File: src/rtl/aes_gcm_pipeline_scheduler.sv
//==============================================================================
// Module   : aes_gcm_pipeline_scheduler
// Brief    : Feeds one AES-GCM job into the first pipeline stage as phase-tagged beats.
// Revision : 1.0
//==============================================================================
`default_nettype none

module aes_gcm_pipeline_scheduler #(
   parameter int PIPE_DEPTH = 12,
   parameter int CNT_W      = 16
) (
   input  logic              clk,
   input  logic              rst_n,
   input  logic              job_valid,
   output logic              job_ready,
   input  logic [127:0]      job_j0,
   input  logic [CNT_W-1:0]  job_aad_blocks,
   input  logic [CNT_W-1:0]  job_pt_blocks,
   input  logic [63:0]       job_aad_bits,
   input  logic [63:0]       job_pt_bits,
   input  logic              aad_valid,
   output logic              aad_ready,
   input  logic [127:0]      aad_data,
   input  logic              pt_valid,
   output logic              pt_ready,
   input  logic [127:0]      pt_data,
   output logic [2:0]        o_phase,
   output logic [127:0]      o_h,
   output logic [127:0]      o_j0,
   output logic [127:0]      o_cb,
   output logic [127:0]      o_aad,
   output logic [127:0]      o_plain_text,
   output logic [127:0]      o_instance_size,
   output logic              busy,
   output logic              job_done
);

   localparam int c_drain_w = $clog2(PIPE_DEPTH + 1);

   localparam logic [2:0] c_ph_bubble = 3'd0;
   localparam logic [2:0] c_ph_init   = 3'd1;
   localparam logic [2:0] c_ph_aad    = 3'd2;
   localparam logic [2:0] c_ph_pt     = 3'd3;
   localparam logic [2:0] c_ph_len    = 3'd4;

   typedef enum logic [2:0] {
      S_IDLE  = 3'd0,
      S_INIT  = 3'd1,
      S_AAD   = 3'd2,
      S_PT    = 3'd3,
      S_LEN   = 3'd4,
      S_DRAIN = 3'd5
   } state_t;

   state_t                 r_state;
   logic [127:0]           r_j0;
   logic [127:0]           r_cb;
   logic [CNT_W-1:0]       r_aad_left;
   logic [CNT_W-1:0]       r_pt_left;
   logic [63:0]            r_aad_bits;
   logic [63:0]            r_pt_bits;
   logic [c_drain_w-1:0]   r_drain;

   state_t                 w_after_aad;
   state_t                 w_after_init;
   logic [127:0]           w_inst;

   // Only the low 32-bit word of the counter block increments; no carry upward.
   function automatic logic [127:0] inc32(input logic [127:0] blk);
      return {blk[127:32], blk[31:0] + 32'd1};
   endfunction

   assign job_ready    = (r_state == S_IDLE);
   assign aad_ready    = (r_state == S_AAD);
   assign pt_ready     = (r_state == S_PT);
   assign busy         = (r_state != S_IDLE);
   assign w_inst       = {r_aad_bits, r_pt_bits};
   assign w_after_aad  = (r_pt_left != '0) ? S_PT : S_LEN;
   assign w_after_init = (r_aad_left != '0) ? S_AAD : w_after_aad;

   always_ff @(posedge clk or negedge rst_n) begin
      if (!rst_n) begin
         r_state         <= S_IDLE;
         r_j0            <= '0;
         r_cb            <= '0;
         r_aad_left      <= '0;
         r_pt_left       <= '0;
         r_aad_bits      <= '0;
         r_pt_bits       <= '0;
         r_drain         <= '0;
         o_phase         <= c_ph_bubble;
         o_h             <= '0;
         o_j0            <= '0;
         o_cb            <= '0;
         o_aad           <= '0;
         o_plain_text    <= '0;
         o_instance_size <= '0;
         job_done        <= 1'b0;
      end else begin
         // Any cycle without a beat presents an all-zero bubble.
         o_phase         <= c_ph_bubble;
         o_h             <= '0;
         o_j0            <= '0;
         o_cb            <= '0;
         o_aad           <= '0;
         o_plain_text    <= '0;
         o_instance_size <= '0;
         job_done        <= 1'b0;
         case (r_state)
            S_IDLE: begin
               if (job_valid) begin
                  r_j0       <= job_j0;
                  r_cb       <= inc32(job_j0);
                  r_aad_left <= job_aad_blocks;
                  r_pt_left  <= job_pt_blocks;
                  r_aad_bits <= job_aad_bits;
                  r_pt_bits  <= job_pt_bits;
                  r_state    <= S_INIT;
               end
            end
            S_INIT: begin
               o_phase         <= c_ph_init;
               o_j0            <= r_j0;
               o_cb            <= r_j0;
               o_instance_size <= w_inst;
               r_state         <= w_after_init;
            end
            S_AAD: begin
               if (aad_valid) begin
                  o_phase         <= c_ph_aad;
                  o_j0            <= r_j0;
                  o_cb            <= r_cb;
                  o_aad           <= aad_data;
                  o_instance_size <= w_inst;
                  r_aad_left      <= r_aad_left - CNT_W'(1);
                  if (r_aad_left == CNT_W'(1)) begin
                     r_state <= w_after_aad;
                  end
               end
            end
            S_PT: begin
               if (pt_valid) begin
                  o_phase         <= c_ph_pt;
                  o_j0            <= r_j0;
                  o_cb            <= r_cb;
                  o_plain_text    <= pt_data;
                  o_instance_size <= w_inst;
                  r_cb            <= inc32(r_cb);
                  r_pt_left       <= r_pt_left - CNT_W'(1);
                  if (r_pt_left == CNT_W'(1)) begin
                     r_state <= S_LEN;
                  end
               end
            end
            S_LEN: begin
               o_phase         <= c_ph_len;
               o_j0            <= r_j0;
               o_cb            <= r_cb;
               o_aad           <= w_inst;
               o_instance_size <= w_inst;
               r_drain         <= c_drain_w'(PIPE_DEPTH);
               r_state         <= S_DRAIN;
            end
            S_DRAIN: begin
               // The pulse lands PIPE_DEPTH edges after the LEN beat was loaded.
               if (r_drain == c_drain_w'(1)) begin
                  job_done <= 1'b1;
                  r_drain  <= '0;
                  r_state  <= S_IDLE;
               end else begin
                  r_drain <= r_drain - c_drain_w'(1);
               end
            end
            default: r_state <= S_IDLE;
         endcase
      end
   end

endmodule

`default_nettype wire

File: config.mk
export PLATFORM = sky130hd
export DESIGN_NAME = aes_gcm_pipeline_scheduler
export DESIGN_NICKNAME = d
export VERILOG_FILES = /design/src/rtl/aes_gcm_pipeline_scheduler.sv
export SDC_FILE = /design/constraint.sdc
export NUM_CORES = 2
export LEC_CHECK = 0
export CAP_MARGIN = 20
export CORE_AREA = 2 2 509 511
export DETAILED_ROUTE_END_ITERATION = 7
export DIE_AREA = 0 0 511 513
export HOLD_SLACK_MARGIN = 0.1
export PLACE_DENSITY = 0.32
export SYNTH_ARGS = -nofsm -noshare
export SYNTH_HDL_FRONTEND = slang
export SYNTH_SLANG_ARGS = --single-unit
File: constraint.sdc
create_clock -name clk -period 4.05 [get_ports clk]
set_input_delay 0.6075 -clock clk [delete_from_list [all_inputs] [get_ports clk]]
set_output_delay 0.6075 -clock clk [all_outputs]
set_load 0.03 [all_outputs]
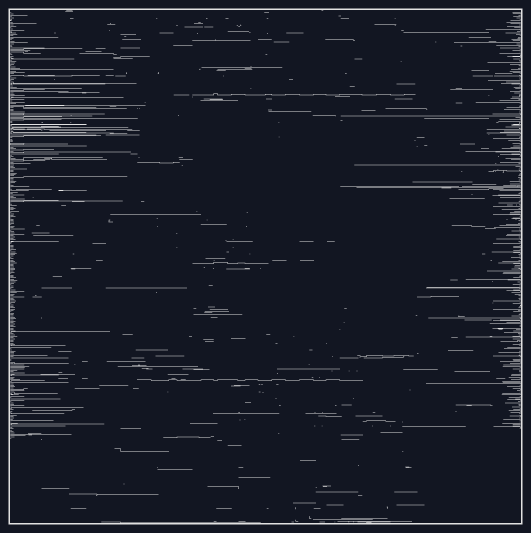
Figure 1: the metal 3 layer.
(1 px per um)
longest straight run = 180 um
share of all routed wire = 7.4%
main direction = horizontal

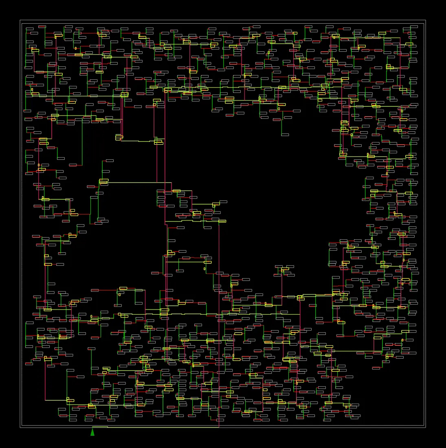
Figure 2: clock wiring as the flow saved it.
TritonCTS Sinks: 1067
clock buffers created by TritonCTS: 142
Clock Latency Late Sink: 0.82 ns
seq_cells: 1067
clock skew: 0.0340 ns

==> summary.log <==
INFO  outcome        outcome=finished clean
INFO  detailed_routing topRoutingLayerUsed=met5
INFO  final_layout   n_clock_buffer=207
INFO  critical_path  critical-path-slowest-cell=clkdlybuf4s50_1
INFO  yosys          synth.cellmix.adderShare=0.247%
INFO  job            warning_count=31
INFO  floorplan      fp.dieW=511um
INFO  detailed_routing detailroute.wirelength.met2=102mm
INFO  place          portBuffers=1196
INFO  power_and_ir_drop p_leak=28.1nW
INFO  final_layout   final_cell_count_no_fill=8380
INFO  power_and_ir_drop power_density=831nW/um^2
INFO  yosys          yosysChipArea=40500um^2
INFO  yosys          ys.flop_type=dfrtp_1
INFO  place          post_place_instance_area=56600um^2
INFO  final_layout   sequential_share_of_cell_area=43.6%
INFO  yosys          post_synth_mux_area_share=0.516%
INFO  critical_path  worstSetupStartpointType=flip-flop
INFO  critical_path  worst_path_required_time=3.44ns
INFO  critical_path  crit_path_cell_trace=buf_4 > nor3_1 > clkdlybuf4s50_1
INFO  final_layout   nNonClkInverters=18
INFO  detailed_routing drc=0
INFO  yosys          yosys-dominant-comb-family=simple AND/OR/NAND/NOR gates
INFO  grt            grt_use_met1=17.4%
INFO  yosys          ys_sh_aoi=9.55%
INFO  floorplan      fp.dieArea=262000um^2
INFO  grt            grt_pass1_vias=32.8k
INFO  detailed_routing met3_length=15.0mm
INFO  critical_path  endpoint_kind=output port
INFO  grt            grt_max_degree=86
INFO  final_layout   logic_area=12300um^2
INFO  yosys          synth-warning-count=0
INFO  critical_path  timing.critical_path.max_delay_family=buffers and inverters
INFO  final_layout   syn_to_final_growth=51.1%
INFO  floorplan      die.size.y=513um
INFO  final_layout   final_core_utilization=23.9%
INFO  timing         finalSetupViolations=0
INFO  final_layout   final_common_cell=clkdlybuf4s50_1
INFO  clocking       cts_repair_resize_count=0
INFO  detailed_routing routedWlPerCell=24.2um
INFO  yosys          ys_cells=3657
INFO  floorplan      floorplanUtilization=15.8%
INFO  final_layout   bufAreaShareNonClock=21.7%
INFO  yosys          synthDominantAreaCellType=dfrtp_1
INFO  detailed_routing avg_vias_per_cell=3.80
INFO  critical_path  critical_path.max_stage_delay=0.82ns
INFO  clocking       worst_setup_hold_path_clk_slew=0.06ns
INFO  timing         timing_hold_violations_final=0
INFO  timing         setup_ws=0.449ns
INFO  critical_path  worst-path-max-fanout=18
INFO  final_layout   seq_area=26700um^2
INFO  critical_path  worst_r2r_startpoint=r_state[2]
INFO  clocking       h-tree-depth=4
INFO  final_layout   comb_area_share=20.2%
INFO  final_layout   layout_top_cells_excl_fill_tap=1193 x clkdlybuf4s50_1, 1067 x dfrtp_1, 1032 x nand2_1
INFO  final_layout   n_multi_input_combinational_cell=2336
INFO  clocking       cts_buffer_depth=3
INFO  detailed_routing vias=31.8k
INFO  grt            global_route_wire_length_before_repair=280mm
INFO  final_layout   layout-drive-gt1-share=6.90%
INFO  yosys          ranking_of_synthesized_cells_by_area=dfrtp_1 66%, nand2_1 9.6%, a22o_1 5.6%, nor2b_1 4.0%, buf_4 2.4%
INFO  final_layout   antenna-diode-count=26
INFO  critical_path  arrival_time_of_data_at_the_critical_path_endpoint=2.99ns
INFO  clocking       clock_tree.root_cell=clkbuf_16
INFO  grt            gr-total-overflow=0
INFO  timing         rsz_0062_raised_after_global_routing=false
INFO  power_and_ir_drop vdd_ir_drop_max=0.000422V
INFO  critical_path  critPathLaunch=r_state[0]
INFO  yosys          ys_ff=1067
INFO  power_and_ir_drop finalPower=50.9mW
INFO  final_layout   layout.filler_cells=27.3k
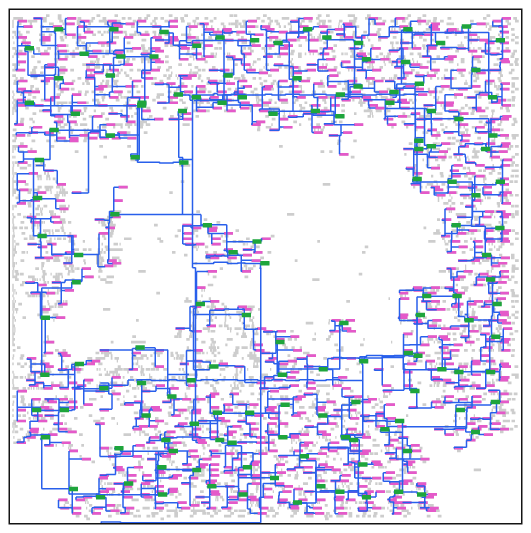
Figure 3: clock wires, drivers and flops.
(1 px per um)
flip-flops -> magenta  # count 1067
clock wires -> blue  # length 18900 um
clock-net drivers -> green  # count 142
routed clock nets = 143

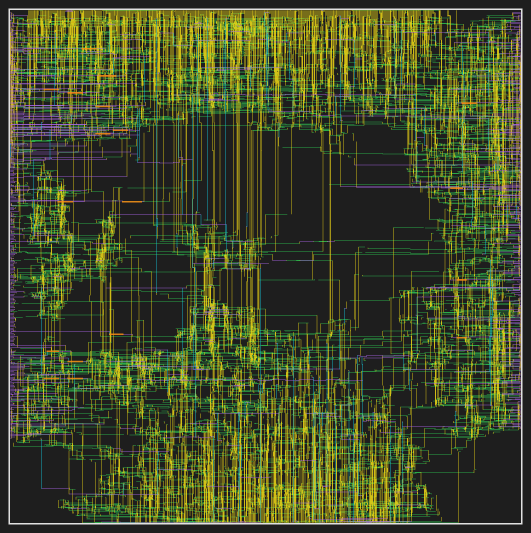
Figure 4: routed metal, one color a layer.
(1 px per um)
M3 -> purple  # wire length 15000 um
M1 -> green  # wire length 79.8 mm
M5 -> orange  # wire length 237 um
M2 -> yellow  # wire length 102 mm
M4 -> cyan  # wire length 5980 um

-- path summary, 6_finish.rpt --
kind | depth (start not counted) | endpoint | slack [ns]
worst max-delay path | 3 | job_ready | 0.45
max in group asynchronous | 4 | r_pt_bits[31] | 2.32
worst min register to register | 2 | r_cb[87] | 0.47
worst min-delay path | 3 | r_pt_bits[30] | 0.33
min in group asynchronous | 2 | o_j0[78] | 0.53
worst max register to register | 13 | r_cb[28] | 0.68
-- power breakdown --
part	internal [mW]	total, mW	leakage, nW	switching [mW]
clock network	7.28	12.4	2.20	5.15
registers	14.9	17.5	13.9	2.60
logic	7.63	21.0	12.0	13.4
total	29.8	50.9	28.1	21.1
-- tightest hold or removal path, cell delays in order --
cell             delay (ns)
clkdlybuf4s50_1        0.39
nand2_1                0.05
nand2_1                0.04
No activity file was given, so power comes from the tool's default toggle rates.
